[src/rtl/fetch_unit.sv]
// fetch_unit: PC sequencing and instruction fetch ahead of the decoder.
// Ports: CLK/RST_N, IMEM_* fetch handshake, INST/INST_VALID to the decoder,
// BS/OFF/HALT/Z/N branch inputs, PC, HALTED, and STEP when STEP_MODE_EN is defined.
module fetch_unit #(
  parameter int PC_WIDTH = 16,
  parameter logic [PC_WIDTH-1:0] RESET_PC = '0,
  parameter int INST_WIDTH = 16
) (
  input  logic                  CLK,
  input  logic                  RST_N,
  output logic                  IMEM_REQ,
  output logic [PC_WIDTH-1:0]   IMEM_ADDR,
  input  logic                  IMEM_VALID,
  input  logic [INST_WIDTH-1:0] IMEM_DATA,
  output logic [INST_WIDTH-1:0] INST,
  output logic                  INST_VALID,
  input  logic [2:0]            BS,
  input  logic [5:0]            OFF,
  input  logic                  HALT,
  input  logic                  Z,
  input  logic                  N,
  output logic [PC_WIDTH-1:0]   PC,
  output logic                  HALTED
`ifdef STEP_MODE_EN
  ,
  input  logic                  STEP
`endif
);

`ifdef STEP_MODE_EN
  typedef enum logic [2:0] {
    S_IDLE,
    S_FETCH,
    S_EXEC,
    S_HALT,
    S_STEP
  } state_t;
`else
  typedef enum logic [1:0] {
    S_IDLE,
    S_FETCH,
    S_EXEC,
    S_HALT
  } state_t;
`endif

  state_t                state;
  state_t                state_nx;
  logic [PC_WIDTH-1:0]   pc;
  logic [PC_WIDTH-1:0]   pc_nx;
  logic [INST_WIDTH-1:0] inst;
  logic [INST_WIDTH-1:0] inst_nx;
  logic                  taken;
  logic [PC_WIDTH-1:0]   pc_inc;
  logic [PC_WIDTH-1:0]   off_ext;

  // OFF counts instructions; byte offset is OFF*2
  assign pc_inc  = pc + PC_WIDTH'(2);
  assign off_ext = {{(PC_WIDTH-7){OFF[5]}}, OFF, 1'b0};

  always_comb begin
    taken = 1'b0;
    unique case (BS)
      3'd0:    taken = Z;
      3'd1:    taken = !Z;
      3'd2:    taken = !N;
      3'd3:    taken = N;
      default: taken = 1'b0;
    endcase
  end

  always_ff @(posedge CLK) begin
    if (!RST_N) begin
      state <= S_IDLE;
      pc    <= RESET_PC;
      inst  <= '0;
    end else begin
      state <= state_nx;
      pc    <= pc_nx;
      inst  <= inst_nx;
    end
  end

  always_comb begin
    state_nx = state;
    pc_nx    = pc;
    inst_nx  = inst;
    unique case (state)
      S_IDLE: state_nx = S_FETCH;
      S_FETCH: begin
        if (IMEM_VALID) begin
          inst_nx  = IMEM_DATA;
          state_nx = S_EXEC;
        end
      end
      S_EXEC: begin
        // halt wins over any branch and freezes the PC
        if (HALT) begin
          state_nx = S_HALT;
        end else begin
          pc_nx = taken ? (pc_inc + off_ext) : pc_inc;
`ifdef STEP_MODE_EN
          state_nx = S_STEP;
`else
          state_nx = S_FETCH;
`endif
        end
      end
      S_HALT: state_nx = S_HALT;
`ifdef STEP_MODE_EN
      S_STEP: begin
        if (STEP) state_nx = S_FETCH;
      end
`endif
      default: state_nx = S_IDLE;
    endcase
  end

  assign IMEM_REQ   = (state == S_FETCH);
  assign IMEM_ADDR  = pc;
  assign INST_VALID = (state == S_EXEC);
  assign HALTED     = (state == S_HALT);
  assign INST       = inst;
  assign PC         = pc;

endmodule
[config.mk]
export PLATFORM = sky130hd
export DESIGN_NAME = fetch_unit
export DESIGN_NICKNAME = d
export VERILOG_FILES = /design/src/rtl/fetch_unit.sv
export SDC_FILE = /design/constraint.sdc
export NUM_CORES = 1
export LEC_CHECK = 0
export CAP_MARGIN = 20
export CORE_MARGIN = 1.5
export CORE_UTILIZATION = 47
export DETAILED_ROUTE_END_ITERATION = 7
export PLACE_DENSITY = 0.9
export SLEW_MARGIN = 20
export SYNTH_ARGS = -nofsm -noshare
export SYNTH_HDL_FRONTEND = slang
export SYNTH_SLANG_ARGS = --single-unit
[constraint.sdc]
create_clock -name CLK -period 3.8 [get_ports CLK]
set_input_delay 0.38 -clock CLK [delete_from_list [all_inputs] [get_ports CLK]]
set_output_delay 0.38 -clock CLK [all_outputs]
set_load 0.02 [all_outputs]
run_1/metal_density.png
The die is cut into 15 by 15 equal tiles; black is low, pale yellow is high, scaled to the fullest tile. Values are wire area over tile area, all layers added.
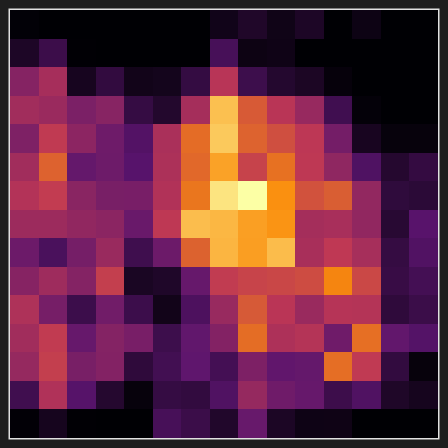
fullest tile: 0.64
tiles over half the peak: 20%
nearly empty tiles: 17%
routed len/inst: 15.0 um
routed wire length: 6650 um
all-layer global routing usage: 0.231

run_1/wires.png
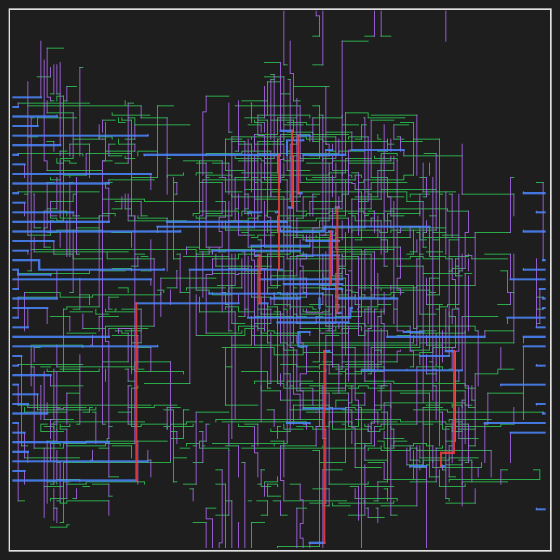
[purple] metal 2 | wire length: 3,190 um
[green] metal 1 | wire length: 2,670 um
[red] metal 4 | wire length: 135 um
[blue] metal 3 | wire length: 649 um

==> metrics.csv, run 1 <==
metric,value,unit
status,completed,
share of flip-flops with an asynchronous set or reset,0,
met3 GRT Util,0.0702,
Core ar.,5170,um^2
WL met1,2670,um
Required @ worst endpoint,4.03,ns
Remaining DRCs,0,
diode count,0,
chip height,76.7,um
Worst VDD drop,0.198,mV
H-tree depth,2,
"Chip Area, Yosys",2550,um^2
"CP delay by family, top",simple AND/OR/NAND/NOR gates,
post-CTS setup buffer count,0,
critical path peak fanout,9,
die area,5880,um^2
Clock Skews,0.0150,ns
I/O Pins,82,
Post-synth top flop,dfxtp_1,
share of cells above drive strength 1,0.0481,
CTS resizes,0,
met3 wire length,649,um
Hold Startpoint,INST[5]$_SDFFE_PN0P_,
fp_density,0.493,
RD Place Congestion,0.916,
pwr dens,257,nW/um^2
TritonCTS clock tree,yes,
drt via density,5.72,
final worst slack,0.430,ns
Tool Warnings,30,
yosys stat cell total,317,
number of synthesis warnings,0,
worst-margin pin slew,0.977,ns
"Hold-fix buffers, CTS",0,
post-synthesis sequential area ratio,0.259,
PortBufs,79,
met2 wire length,3190,um
"Net count, final",425,
reg2reg path depth,11,
cell count after synthesis,317,
pin count of the biggest net entering global routing,27,
1st-pass router iterations,6,
setup_tns,0,ns
chip width,76.7,um
grt met2 use,0.394,
WP buf/inv,0,
Max Cap Violations,0,
dpl ws,0.535,ns
TritonCTS buffer count,5,
Starting DRT DRC Count,231,
final hold vios,0,
fin crit period,3.37,ns
worst hold path class,reg2reg,
WHS,0.460,ns
fin. max-slew vios,0,
placed cell count,437,
Latency at later pin,0.29,ns
CP max-delay cell,dfxtp_1,
remaining global-route overflow,0,
fmax,297,MHz
Antenna Nets Post-Route,0,
root buf cell,clkbuf_8,
Commonest Layout Cell,clkdlybuf4s50_1,
Filler cells,424,
Yosys cell types,59,
crit path launch type,register,
r2r startpoint,IMEM_ADDR[3]$_SDFFE_PN0P_,
critical path capture point type,register,
hold worst-path end,INST[5]$_SDFFE_PN0P_,
Crit Path Category,reg2reg,
Clock transition at path regs,0.08,ns
Area Overhead vs Synth,30.1,%
Post-Layout Cell Count,444,
period utilisation layout,0.887,
CP peak stage delay,0.51,ns
Leakage,1.38,nW
R2R Setup Slk,0.43,ns
cells along the critical path,and4_1 > nand4_2 > nor2_2 > nand3_1 > xnor2_1 > ha_1 > and4_2 > a221oi_1 > a211oi_1 > o31ai_1 > mux2i_1,
first-pass GRT wire length,11100,um
max_slew headroom,0.346,
hold path depth,2,
row count,26,
number of synthesized register bits,33,
Setup Viol. Count Final,0,
Clock Path Buffers,2,
Synth Cell Area,2550,um^2
most used routing layer in global routing,met2,
post-layout util,0.642,
WP data arrival,3.60,ns
antenna violations before repair,0,
CTS Sinks,33,
RR Endpoint,IMEM_ADDR[15]$_SDFFE_PN0P_,
vias in the first global route,2515,
Top Layout Cells,"clkdlybuf4s50_1 (79), nand2_1 (61), dfxtp_1 (33), ha_1 (19), a21boi_0 (18)",
Post-Syn Area per Cell,8.04,um^2
detailed placement HPWL,4960,um
number of enable flip-flop cells,0,
DR top layer,met4,
RSZ-0062 raised after global routing,false,
run_1/layer_met1.png
Supply wires on this layer in gray.
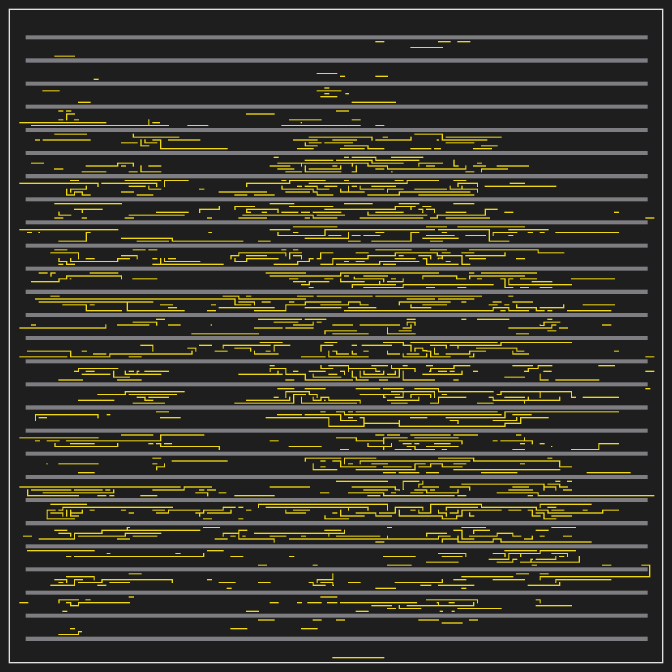
longest straight run: 23.5 um
share of all routed wire: 40%
wire length on this layer: 2,670 um
nets with wire on the layer: 359
GR Util met1: 0.270
total number of vias: 2,541

-- run 1: layout make-up --
class                   count  area [um^2]  share of cell area
multi-input cells         246         1650               0.498
repair buffers             81          806               0.243
flip-flops and latches     33          661               0.199
well taps                  70         87.6              0.0264
clock buffers               7         86.3              0.0260
inverters                   7         26.3             0.00792
-- run 1: cells by family after synthesis --
| group | synth area share |
|---|---|
| buffers and inverters | 0.0947 |
| XOR/XNOR | 0.0721 |
| multiplexers | 0.00834 |
| AND/OR/NAND/NOR | 0.222 |
| flip-flops | 0.259 |
| adder cells (fa/ha/maj) | 0.101 |
| other | 0.00147 |
| AND-OR/OR-AND | 0.241 |
-- run 1: where the power goes --
group | internal, W | switching (W) | leakage [nW] | total [W]
logic | 0.0000997 | 0.000106 | 1.07 | 0.000206
registers | 0.000359 | 0.0000123 | 0.268 | 0.000371
clock network | 0.000144 | 0.000133 | 0.0443 | 0.000276
-- run 1: worst max-delay path by stage --
stage | from | endpoint | depth (start not counted)
floorplan | IMEM_ADDR[3]$_SDFFE_PN0P_ | IMEM_ADDR[15]$_SDFFE_PN0P_ | 12
global placement | IMEM_ADDR[3]$_SDFFE_PN0P_ | IMEM_ADDR[15]$_SDFFE_PN0P_ | 12
detailed placement | IMEM_ADDR[3]$_SDFFE_PN0P_ | IMEM_ADDR[15]$_SDFFE_PN0P_ | 11
CTS | IMEM_ADDR[3]$_SDFFE_PN0P_ | IMEM_ADDR[15]$_SDFFE_PN0P_ | 11
global route | IMEM_ADDR[3]$_SDFFE_PN0P_ | IMEM_ADDR[15]$_SDFFE_PN0P_ | 11
finish | IMEM_ADDR[3]$_SDFFE_PN0P_ | IMEM_ADDR[15]$_SDFFE_PN0P_ | 11
-- run 1: synthesized netlist by cell type (2+ instances only) --
master / number / area (um^2)
dfxtp_1: 33 / 661
o211a_1: 5 / 50.1
nor2_1: 10 / 37.5
nand2b_1: 5 / 31.3
a31oi_1: 2 / 12.5
xor2_1: 8 / 70.1
buf_2: 3 / 15.0
and3_1: 5 / 31.3
ha_1: 19 / 238
nand3b_1: 2 / 15.0
nand4_1: 6 / 37.5
o21ai_0: 8 / 40.0
nor3_1: 2 / 10.0
clkbuf_8: 2 / 27.5
nand2_1: 61 / 229
nand3_1: 12 / 60.1
a21oi_1: 16 / 80.1
xnor2_1: 13 / 114
nor2b_1: 5 / 31.3
buf_4: 17 / 128
a21o_1: 6 / 45.0
and2_1: 3 / 18.8
o211ai_1: 6 / 45.0
inv_1: 7 / 26.3
a21boi_0: 18 / 135
clkbuf_1: 9 / 33.8
o221ai_1: 2 / 17.5
-- run 1: metrics by stage --
stage / total power (W) / area [um^2]
5_1_grt: 0.000888 / 3320
4_1_cts: 0.000853 / 3320
3_3_place_gp: 0.000578 / 3230
3_5_place_dp: 0.000583 / 3230
2_1_floorplan: 0.000503 / 2550
6_report: 0.000853 / 3320
-- run 1: sequential cells by signal, indices dropped and copies added, names as in the netlist --
name	flops
INST	16
state	2
IMEM_ADDR	15
-- run 1: tightest hold or removal path, delay by kind of cell, from the launching register on --
family	cells	cell delay, ns
simple gates	1	0.04
flops	1	0.31
compound gates	1	0.06
run_1/placement_by_type.png
The bar under the picture is 20 um long. Fill, decap, tap and diode cells in gray.
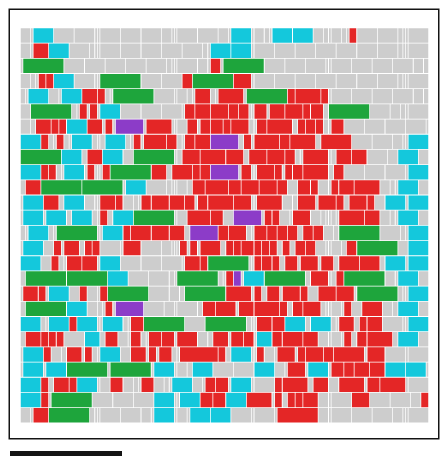

--- run 2 (diff from run 1) ---
CORE_MARGIN = 2   (was 1.5)
run_2/placement_by_type.png
The bar under the picture is 20 um long. Fill, decap, tap and diode cells in gray.
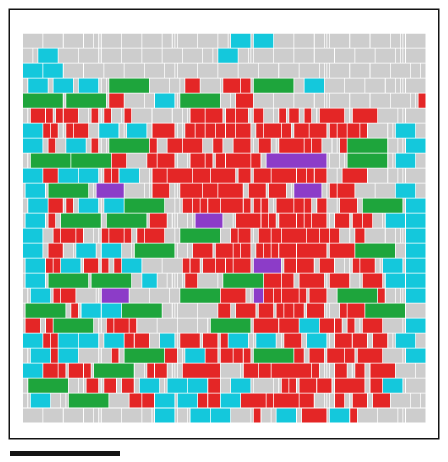
[purple] clock drivers and dummy loads | cells: 7
[cyan] other buffers and delay cells | cells: 81
[red] combinational and other logic | cells: 253
[green] flops | cells: 33

==> metrics.csv, run 2 <==
metric,value,unit,change
status,completed,,unchanged
pwr dens,270,nW/um^2,was 257 nW/um^2
Clock Skews,0.00386,ns,was 0.0150 ns
R2R Setup Slk,0.41,ns,was 0.43 ns
number of synthesized register bits,33,,unchanged
diode count,0,,unchanged
number of enable flip-flop cells,0,,unchanged
Crit Path Category,reg2reg,,unchanged
number of synthesis warnings,0,,unchanged
max FFs per register,16,,unchanged
"Net count, final",425,,unchanged
first-pass GRT wire length,11300,um,"was 11,100 um"
RD Place Congestion,0.903,,was 0.916
worst-margin pin slew,0.872,ns,was 0.977 ns
"Hold-fix buffers, CTS",0,,unchanged
Core ar.,5170,um^2,unchanged
pin count of the biggest net entering global routing,26,,was 27
routed len/inst,15.1,um,was 15.0 um
Yosys cell types,59,,unchanged
detailed placement HPWL,4880,um,was 4960 um
Yosys top cell by instances,nand2_1,,unchanged
Filler cells,420,,was 424
1st-pass router iterations,4,,was 6
"area leader, netlist",dfxtp_1,,unchanged
Synth Cell Area,2550,um^2,unchanged
fmax,295,MHz,was 297 MHz
share of flip-flops with an asynchronous set or reset,0,,unchanged
Latency at later pin,0.29,ns,about the same
remaining global-route overflow,0,,unchanged
Top cells by area,"dfxtp_1 (26%), ha_1 (9.3%), nand2_1 (9.0%)",,unchanged
setup_tns,0,ns,unchanged
chip height,77.7,um,was 76.7 um
Required @ worst endpoint,4.02,ns,was 4.03 ns
row count,26,,unchanged
yosys stat cell total,317,,unchanged
WP data arrival,3.61,ns,was 3.60 ns
CP peak stage delay,0.50,ns,was 0.51 ns
Post-Syn Area per Cell,8.04,um^2,unchanged
die area,6030,um^2,was 5880 um^2
I/O Pins,82,,unchanged
TritonCTS clock tree,yes,,unchanged
fin. max-slew vios,0,,unchanged
Hold Startpoint,INST[10]$_SDFFE_PN0P_,,was INST[5]$_SDFFE_PN0P_
post-CTS setup buffer count,0,,unchanged
CTS resizes,0,,unchanged
CP max-delay cell,dfxtp_1,,unchanged
Worst VDD drop,0.232,mV,was 0.198 mV
post-synthesis sequential area ratio,0.259,,unchanged
Post-synth top flop,dfxtp_1,,unchanged
final hold vios,0,,unchanged
Setup Viol. Count Final,0,,unchanged
total chip power,0.000900,W,was 0.000853 W
chip width,77.7,um,was 76.7 um
fin crit period,3.39,ns,was 3.37 ns
worst hold path class,reg2reg,,unchanged
Commonest Layout Cell,clkdlybuf4s50_1,,unchanged
crit path launch type,register,,unchanged
top post-synthesis cells by count,"nand2_1 (61), dfxtp_1 (33), ha_1 (19)",,unchanged
PortBufs,79,,unchanged
period utilisation layout,0.892,,was 0.887
share of cells above drive strength 1,0.0508,,was 0.0481
fp_density,0.493,,unchanged
critical path capture point type,register,,unchanged
vias in the first global route,2398,,"was 2,515"
total number of vias,2516,,"was 2,541"
Remaining DRCs,0,,unchanged
TritonCTS buffer count,5,,unchanged
"area share, top type",0.259,,unchanged
CTS Sinks,33,,unchanged
RSZ-0062 raised after global routing,false,,unchanged
drt via density,5.67,,was 5.72
Max Cap Violations,0,,unchanged
Area Overhead vs Synth,30.8,%,was 30.1%
Tool Warnings,30,,unchanged
"Chip Area, Yosys",2550,um^2,unchanged
Starting DRT DRC Count,201,,was 231
max_slew headroom,0.417,,was 0.346
crit path from,IMEM_ADDR[3]$_SDFFE_PN0P_,,unchanged
cells along the critical path,and4_1 > nand4_2 > nor2_2 > nand3_1 > xnor2_1 > ha_1 > and4_2 > a221oi_1 > a211oi_1 > o31ai_1 > mux2i_1,,unchanged
Leakage,1.39,nW,was 1.38 nW
Top Layout Cells,"clkdlybuf4s50_1 (79), nand2_1 (61), dfxtp_1 (33), ha_1 (19), a21boi_0 (18)",,unchanged
all-layer global routing usage,0.231,,about the same
critical path peak fanout,9,,unchanged
cell count after synthesis,317,,unchanged
root buf cell,clkbuf_8,,unchanged
WHS,0.468,ns,was 0.460 ns
Antenna Nets Post-Route,0,,unchanged
Clock Path Buffers,2,,unchanged
Clock transition at path regs,0.07,ns,was 0.08 ns
H-tree depth,2,,unchanged
r2r startpoint,IMEM_ADDR[3]$_SDFFE_PN0P_,,unchanged
routed wire length,6720,um,was 6650 um
post-layout util,0.645,,was 0.642
antenna violations before repair,0,,unchanged
## run 2: through the flow
stage | cell area (um^2) | setup slack, ns | cells
floorplan | 2550 | 0.728 | 318
global placement | 3230 | 0.722 | 437
detailed placement | 3230 | 0.508 | 437
CTS | 3340 | 0.497 | 444
global route | 3340 | 0.169 | 444
finish | 3340 | 0.412 | 444
## run 2: power by group
group          switching (W)  internal [W]
Sequential         0.0000124      0.000359
Clock               0.000133      0.000191
Combinational       0.000106     0.0000995
## run 2: layout make-up
type	instances	area, um^2	share of cell area
Multi-Input combinational cell	246	1650	0.495
Timing Repair Buffer	81	806	0.242
Sequential cell	33	661	0.198
Tap cell	70	87.6	0.0263
Clock buffer	5	68.8	0.0206
Clock inverter	2	35.0	0.0105
Inverter	7	26.3	0.00788
## run 2: worst paths after layout
path | cells past startpoint | to
hold reg to reg | 2 | INST[10]$_SDFFE_PN0P_
hold / removal | 2 | INST[10]$_SDFFE_PN0P_
setup / recovery | 11 | IMEM_ADDR[15]$_SDFFE_PN0P_
setup reg to reg | 11 | IMEM_ADDR[15]$_SDFFE_PN0P_
## run 2: cells by family (layout without fill, tap and decap cells)
group           after synthesis  after routing  share of synthesized area
mux                           2              2                    0.00834
fa+ha+maj                    20             20                      0.101
compound gates               83             83                      0.241
other cells                   1              2                    0.00147
simple gates                118            118                      0.222
xor+xnor                     21             21                     0.0721
flops                        33             33                      0.259
buf+inv                      39             95                     0.0947
## run 2: critical path, delay by kind of cell (launching register included)
kind | cells | cell delay (ns)
and+or+nand+nor | 5 | 1.13
DFF | 1 | 0.50
adders and majority gates | 1 | 0.36
muxes | 1 | 0.22
xor gates and xnor gates | 1 | 0.24
AOI/OAI and AO/OA | 3 | 0.88
## run 2: layer usage
layer	track usage	share of wire	up-vias
met1	0.290	0.42	1150
met5	0	0	-
met2	0.368	0.46	136
met3	0.0756	0.11	16
met4	0.0893	0.021	0
li1	-	-	1214
Power is estimated from default activity; no workload was simulated.
